File: config.mk
export PLATFORM = sky130hd
export DESIGN_NAME = pipeline_control_unit
export DESIGN_NICKNAME = d
export VERILOG_FILES = /design/src/rtl/mips_pkg.sv /design/src/rtl/hazard_detect.sv /design/src/rtl/pipeline_control_unit.sv
export SDC_FILE = /design/constraint.sdc
export NUM_CORES = 1
export LEC_CHECK = 0
export CAP_MARGIN = 30
export CORE_MARGIN = 10
export CORE_UTILIZATION = 35
export CTS_BUF_LIST = sky130_fd_sc_hd__clkbuf_4
export CTS_CLUSTER_SIZE = 28
export DETAILED_ROUTE_END_ITERATION = 10
export PLACE_DENSITY = 0.72
export SYNTH_ARGS = -nofsm -noshare
export SYNTH_HDL_FRONTEND = slang
export SYNTH_HIERARCHICAL = 1
export SYNTH_SLANG_ARGS = --single-unit
File: constraint.sdc
create_clock -name i_clk -period 2.25 [get_ports i_clk]
set_clock_uncertainty 0.05 [all_clocks]
set_input_delay 0.3375 -clock i_clk [delete_from_list [all_inputs] [get_ports i_clk]]
set_output_delay 0.3375 -clock i_clk [all_outputs]
set_load 0.02 [all_outputs]
File: src/rtl/mips_pkg.sv
// Shared types and constants for the MIPS pipeline control logic:
// sequencer states, register-address width and hazard control encodings.
package mips_pkg;

  localparam int REG_ADDR_W = 5;
  localparam int STEP_CNT_W = 8;

  typedef enum logic [1:0] {
    IDLE = 2'd0,
    RUN  = 2'd1,
    STEP = 2'd2,
    HALT = 2'd3
  } state_t;

  typedef struct packed {
    logic pc_write;
    logic ifid_write;
    logic ifid_flush;
    logic idex_flush;
  } ctrl_t;

  localparam ctrl_t CTRL_OFF    = 4'b0000;
  localparam ctrl_t CTRL_NORMAL = 4'b1100;
  localparam ctrl_t CTRL_STALL  = 4'b0001;
  localparam ctrl_t CTRL_FLUSH  = 4'b1111;

endpackage

File: src/rtl/hazard_detect.sv
// Load-use comparator: the ID/EX load writes a register the IF/ID
// instruction reads, which forwarding cannot cover in time.
module hazard_detect #(
  parameter int REG_ADDR_W = mips_pkg::REG_ADDR_W
) (
  input  logic                  mem_read_idex,
  input  logic [REG_ADDR_W-1:0] rt_idex,
  input  logic [REG_ADDR_W-1:0] rs_ifid,
  input  logic [REG_ADDR_W-1:0] rt_ifid,
  output logic                  load_use
);

  // $zero is never a real dependency
  assign load_use = mem_read_idex && (rt_idex != '0) &&
                    ((rt_idex == rs_ifid) || (rt_idex == rt_ifid));

endmodule

File: src/rtl/pipeline_control_unit.sv
// Stall/flush/run sequencer for the 5-stage pipeline with debug run/step/halt.
// Optional stall counter enabled by defining STALL_COUNTER_EN.
module pipeline_control_unit #(
  parameter int REG_ADDR_W  = mips_pkg::REG_ADDR_W,
  parameter int STEP_CYCLES = 1,
  parameter int CNT_W       = 32
) (
  input  logic                  i_clk,
  input  logic                  i_rst_n,
  input  logic                  i_run,
  input  logic                  i_step,
  input  logic                  i_clear,
  input  logic                  i_halt_wb,
  input  logic                  i_mem_read_idex,
  input  logic [REG_ADDR_W-1:0] i_rt_idex,
  input  logic [REG_ADDR_W-1:0] i_rs_ifid,
  input  logic [REG_ADDR_W-1:0] i_rt_ifid,
  input  logic                  i_branch_taken,
  output logic                  o_pipe_en,
  output logic                  o_pc_write,
  output logic                  o_ifid_write,
  output logic                  o_ifid_flush,
  output logic                  o_idex_flush,
  output logic                  o_halted,
  output logic                  o_step_done,
  output logic [CNT_W-1:0]      o_stall_count
);

  import mips_pkg::*;

  state_t                state_q, state_d;
  logic [STEP_CNT_W-1:0] step_cnt_q, step_cnt_d;
  logic                  step_done_d, step_done_q;
  logic                  halted_q;
  logic                  stall_q;
  logic                  load_use;
  logic                  stall_fire;
  ctrl_t                 ctrl;

  hazard_detect #(.REG_ADDR_W(REG_ADDR_W)) u_hazard_detect (
    .mem_read_idex (i_mem_read_idex),
    .rt_idex       (i_rt_idex),
    .rs_ifid       (i_rs_ifid),
    .rt_ifid       (i_rt_ifid),
    .load_use      (load_use)
  );

  assign o_pipe_en  = (state_q == RUN) || (state_q == STEP);
  // stall_q limits each load to a single bubble even if inputs stay unchanged
  assign stall_fire = o_pipe_en && load_use && !i_branch_taken && !stall_q;

  always_comb begin
    state_d     = state_q;
    step_cnt_d  = step_cnt_q;
    step_done_d = 1'b0;
    if (i_clear) begin
      state_d    = IDLE;
      step_cnt_d = '0;
    end else begin
      case (state_q)
        IDLE: begin
          if (i_run) begin
            state_d = RUN;
          end else if (i_step) begin
            state_d    = STEP;
            step_cnt_d = STEP_CNT_W'(STEP_CYCLES);
          end
        end
        RUN: begin
          if (i_halt_wb) state_d = HALT;
        end
        STEP: begin
          if (i_halt_wb) begin
            state_d     = HALT;
            step_cnt_d  = '0;
            step_done_d = 1'b1;
          end else if (step_cnt_q <= STEP_CNT_W'(1)) begin
            state_d     = IDLE;
            step_cnt_d  = '0;
            step_done_d = 1'b1;
          end else begin
            step_cnt_d = step_cnt_q - STEP_CNT_W'(1);
          end
        end
        HALT: ;
        default: state_d = IDLE;
      endcase
    end
  end

  always_ff @(posedge i_clk or negedge i_rst_n) begin
    if (!i_rst_n) begin
      state_q     <= IDLE;
      step_cnt_q  <= '0;
      step_done_q <= 1'b0;
      halted_q    <= 1'b0;
      stall_q     <= 1'b0;
    end else begin
      state_q     <= state_d;
      step_cnt_q  <= step_cnt_d;
      step_done_q <= step_done_d;
      halted_q    <= (state_d == HALT);
      stall_q     <= stall_fire;
    end
  end

  // a taken branch discards the stalled instruction, so it outranks load-use
  always_comb begin
    ctrl = CTRL_OFF;
    if (o_pipe_en) begin
      if (i_branch_taken)  ctrl = CTRL_FLUSH;
      else if (stall_fire) ctrl = CTRL_STALL;
      else                 ctrl = CTRL_NORMAL;
    end
  end

  assign o_pc_write   = ctrl.pc_write;
  assign o_ifid_write = ctrl.ifid_write;
  assign o_ifid_flush = ctrl.ifid_flush;
  assign o_idex_flush = ctrl.idex_flush;
  assign o_halted     = halted_q;
  assign o_step_done  = step_done_q;

`ifdef STALL_COUNTER_EN
  logic [CNT_W-1:0] stall_cnt_q;

  always_ff @(posedge i_clk or negedge i_rst_n) begin
    if (!i_rst_n) begin
      stall_cnt_q <= '0;
    end else if (i_clear) begin
      stall_cnt_q <= '0;
    end else if (o_pipe_en && (stall_fire || i_branch_taken) && (stall_cnt_q != '1)) begin
      stall_cnt_q <= stall_cnt_q + CNT_W'(1);
    end
  end

  assign o_stall_count = stall_cnt_q;
`else
  assign o_stall_count = '0;
`endif

endmodule
==> run_1/ff_map.png <==
Other sequential cells in the stronger gray, the rest of the logic in the fainter gray.
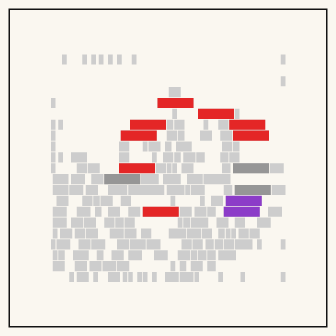
legend:
  purple:
    name_in_the_netlist: state_q
    sequential_cells: 2
  red:
    name_in_the_netlist: step_cnt_q
    sequential_cells: 8
not colored: 3
sequential power: 0.364 mW
fin util: 46.9%
Flop area: 325 sq um
sequential share of cell area: 20.6%

==> run_1/m3.png <==
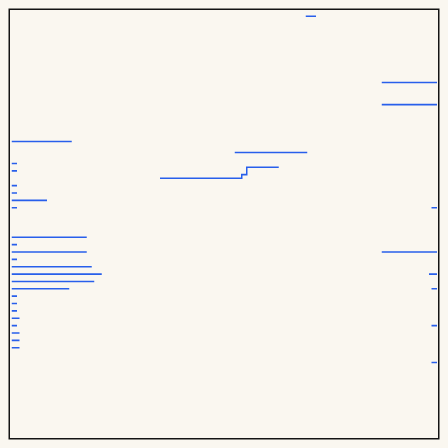
wire length on this layer: 184 um
share of all routed wire: 6.7%
main direction: horizontal
nets with wire on the layer: 33

==> run_1/layers.png <==
Two of the layers only.
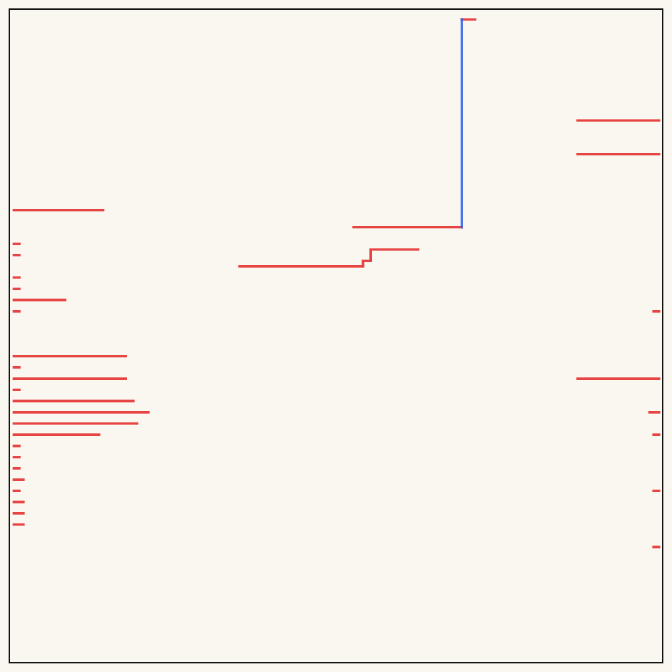
legend:
  blue:
    layer: M4
    wire_length: 25.2 um
  red:
    layer: M3
    wire_length: 184 um

==> Slide: Implementation Results, run 1 <==
Physical Implementation Snapshot

Yosys
  – Syn. warnings: 6
  – Yosys stat cell total: 136
  – Cell Type Count: 41
  – Registers, synthesis: 13
  – Post-synth top cells: buf_4 (33), dfrtp_1 (13), xor2_1 (10)
  – Comb area leader: buffers and inverters
  – Yosys stat area: 0.00122 sq mm
  – Most common cell in the netlist: buf_4
  – FFs w/ async S/R, synth: 100%
  – Aoi share: 15.0%
  – Top cells, area: dfrtp_1 (27%), buf_4 (20%), xor2_1 (7.2%)
  – MUX area fraction: 0%

Place
  – Dpl ws: -0.709 ns

Floorplanning
  – Number of well taps: 46
  – Die height: 79.0 um

Cells and area
  – Antenna cells: 0
  – Mi-comb count: 113
  – Final instance area: 0.00158 sq mm
  – Max reg flops: 8
  – Most numerous logic cells after layout: conb_1 (32), clkdlybuf4s50_1 (14), dfrtp_1 (13), buf_4 (11), xor2_1 (10)
  – Buffering overhead: 23.6%

Worst setup path
  – Critical Path AT: 1.83 ns
  – Reg2Reg Setup Slack: 0.39 ns
  – R2R depth: 6
  – CP endpoint kind: output port
  – WP buf/inv: 3
  – Crit path to: o_ifid_write
  – Startpoint types: input pin
  – Setup CP Type: input pin to output port

Pwr
  – Maximum VDD drop: 0.000704 V
  – Power Density: 975 mW/mm^2

STA
  – Max-Slew Margin vs Limit: 61.7%
  – Final setup vio count: 0
  – Post-Route Setup TNS: 0 ns

Clock network
  – Root Driver: clkbuf_4
  – Late-Pin Clk Latency: 0.27 ns
  – Clk buf depth: 2
  – Num CTS Buffers: 3

Job
  – Max-cap check violation count: 0

Drt
  – WL met3: 184 um

Worst hold path
  – Hold Crit Class: input pin to asynchronous set/reset pin

Status
  – Outcome: finished clean

GRT
  – Vias in the first global route: 1054
  – Largest net degree at the start of global routing: 14
==> run 1: per-layer routing <==
| metal | track usage (%) | vias up |
|---|---|---|
| met2 | 16.0 | 36 |
| li1 | - | 489 |
| met1 | 9.23 | 447 |
| met3 | 3.38 | 2 |
| met5 | 0 | - |
| met4 | 2.15 | 0 |
==> run 1: report_power, final <==
| part | total [mW] | internal (mW) | switching [mW] |
|---|---|---|---|
| Combinational | 1.02 | 0.504 | 0.520 |
| Sequential | 0.364 | 0.303 | 0.0608 |
| Clock | 0.152 | 0.0807 | 0.0714 |
==> run 1: repair_timing <==
action	4_1_cts	5_1_grt
setup buffers	0	0
pin swaps	8	5
endpoints found under the setup margin	4	3
gates resized	37	8
hold buffers	0	0
==> run_1/pinout.png <==
Pins as bars across the die edge, other pins in gray.
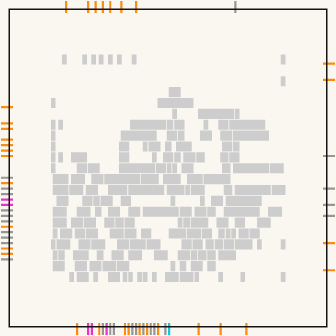

==> run 1 -> run 2 <==
- CORE_UTILIZATION: 35 -> 40
- PLACE_DENSITY: 0.72 -> 0.8
==> run_2/pinout.png <==
Pins as bars across the die edge, other pins in gray.
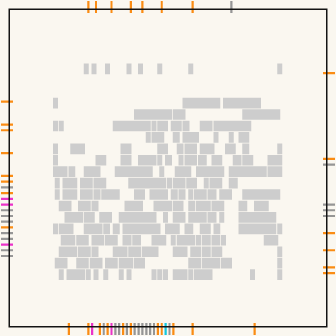
legend:
  cyan:
    port: i_step
    pins: 1
    direction: input
    edge: bottom
  orange:
    port: o_stall_count
    pins: 32
    direction: output
    edge: 11 bottom, 8 left, 7 top, 6 right
  magenta:
    port: i_rt_ifid
    pins: 5
    direction: input
    edge: 3 left, 2 bottom

==> run_2/ff_map.png <==
Other sequential cells in the stronger gray, the rest of the logic in the fainter gray.
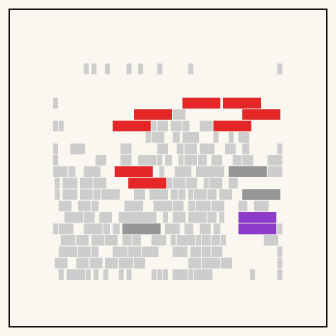
sequential power: 0.368 mW
fin util: 53.1%
sequential share of cell area: 21.7%

==> Slide: Implementation Results, run 2 <==
Physical Implementation Snapshot

Clock network
  – Root Driver: clkbuf_4
  – Num CTS Buffers: 3
  – Late-Pin Clk Latency: 0.28 ns

GRT
  – Routing usage on met3: 3.02%
  – GR Util met1: 10.8%
  – Met2 GRT Util: 20.2%
  – Largest net degree at the start of global routing: 14
  – Vias in the first global route: 1041

STA
  – Post-Route Setup TNS: 0 ns
  – Final setup vio count: 0
  – Max-Slew Margin vs Limit: 62.2%

Cells and area
  – Antenna cells: 0
  – Max reg flops: 8
  – Most numerous logic cells after layout: conb_1 (32), clkdlybuf4s50_1 (14), dfrtp_1 (13), xor2_1 (10)
  – Final instance area: 0.00150 sq mm

Yosys
  – Cell Type Count: 41
  – Yosys stat cell total: 136
  – Top cells, area: dfrtp_1 (27%), buf_4 (20%), xor2_1 (7.2%)
  – Post-synth top cells: buf_4 (33), dfrtp_1 (13), xor2_1 (10)
  – FFs w/ async S/R, synth: 100%
  – Most common cell in the netlist: buf_4
  – Syn. warnings: 6

Drt
  – WL met3: 211 um

Pwr
  – Top Consumer: combinational logic
  – Psw: 0.663 mW
  – Flop pwr share: 24.7%
  – Logic power comb: 0.963 mW
  – Maximum VDD drop: 0.000352 V
  – Int Power: 0.827 mW
  – Clk network pwr share: 10.6%
  – Combinational share of power: 64.7%

Status
  – Outcome: finished clean

Worst setup path
  – CP endpoint kind: output port
  – Reg2Reg Setup Slack: 0.25 ns
  – R2R depth: 7
  – Crit path to: o_idex_flush
  – WP buf/inv: 2

Job
  – Max-cap check violation count: 0

Floorplanning
  – Die height: 75.2 um

Place
  – Dpl ws: -0.779 ns

Worst hold path
  – Hold Crit Class: input pin to asynchronous set/reset pin
[run 2: netlist changes by cell type in the layout (fill, tap and decap cells not counted), moves of 3 or more]
cell            before  now
buf_6                4    1
buf_4               11    7
dlymetal6s2s_1       0    6
dlygate4sd2_1        8    3
[run 2: logic make-up (layout without fill, tap and decap cells)]
kind of cell             after synthesis  after routing  synth area share (%)
XOR/XNOR                              14             14                  10.1
adder cells (fa/ha/maj)                6              6                  6.16
AND-OR/OR-AND                         23             23                  15.0
AND/OR/NAND/NOR                       38             38                  18.8
other                                  1             32                 0.308
flip-flops                            13             13                  26.7
buffers and inverters                 41             44                  23.0
[run 2: layout make-up]
class,instances,area [sq um]
clock buffer,4,30.0
timing repair buffer,34,330
fill,286,1330
sequential,13,325
tap,31,38.8
multi-input combinational,113,754
inverter,6,22.5
Power figures rest on the tool's default switching activity, not on a simulated workload.
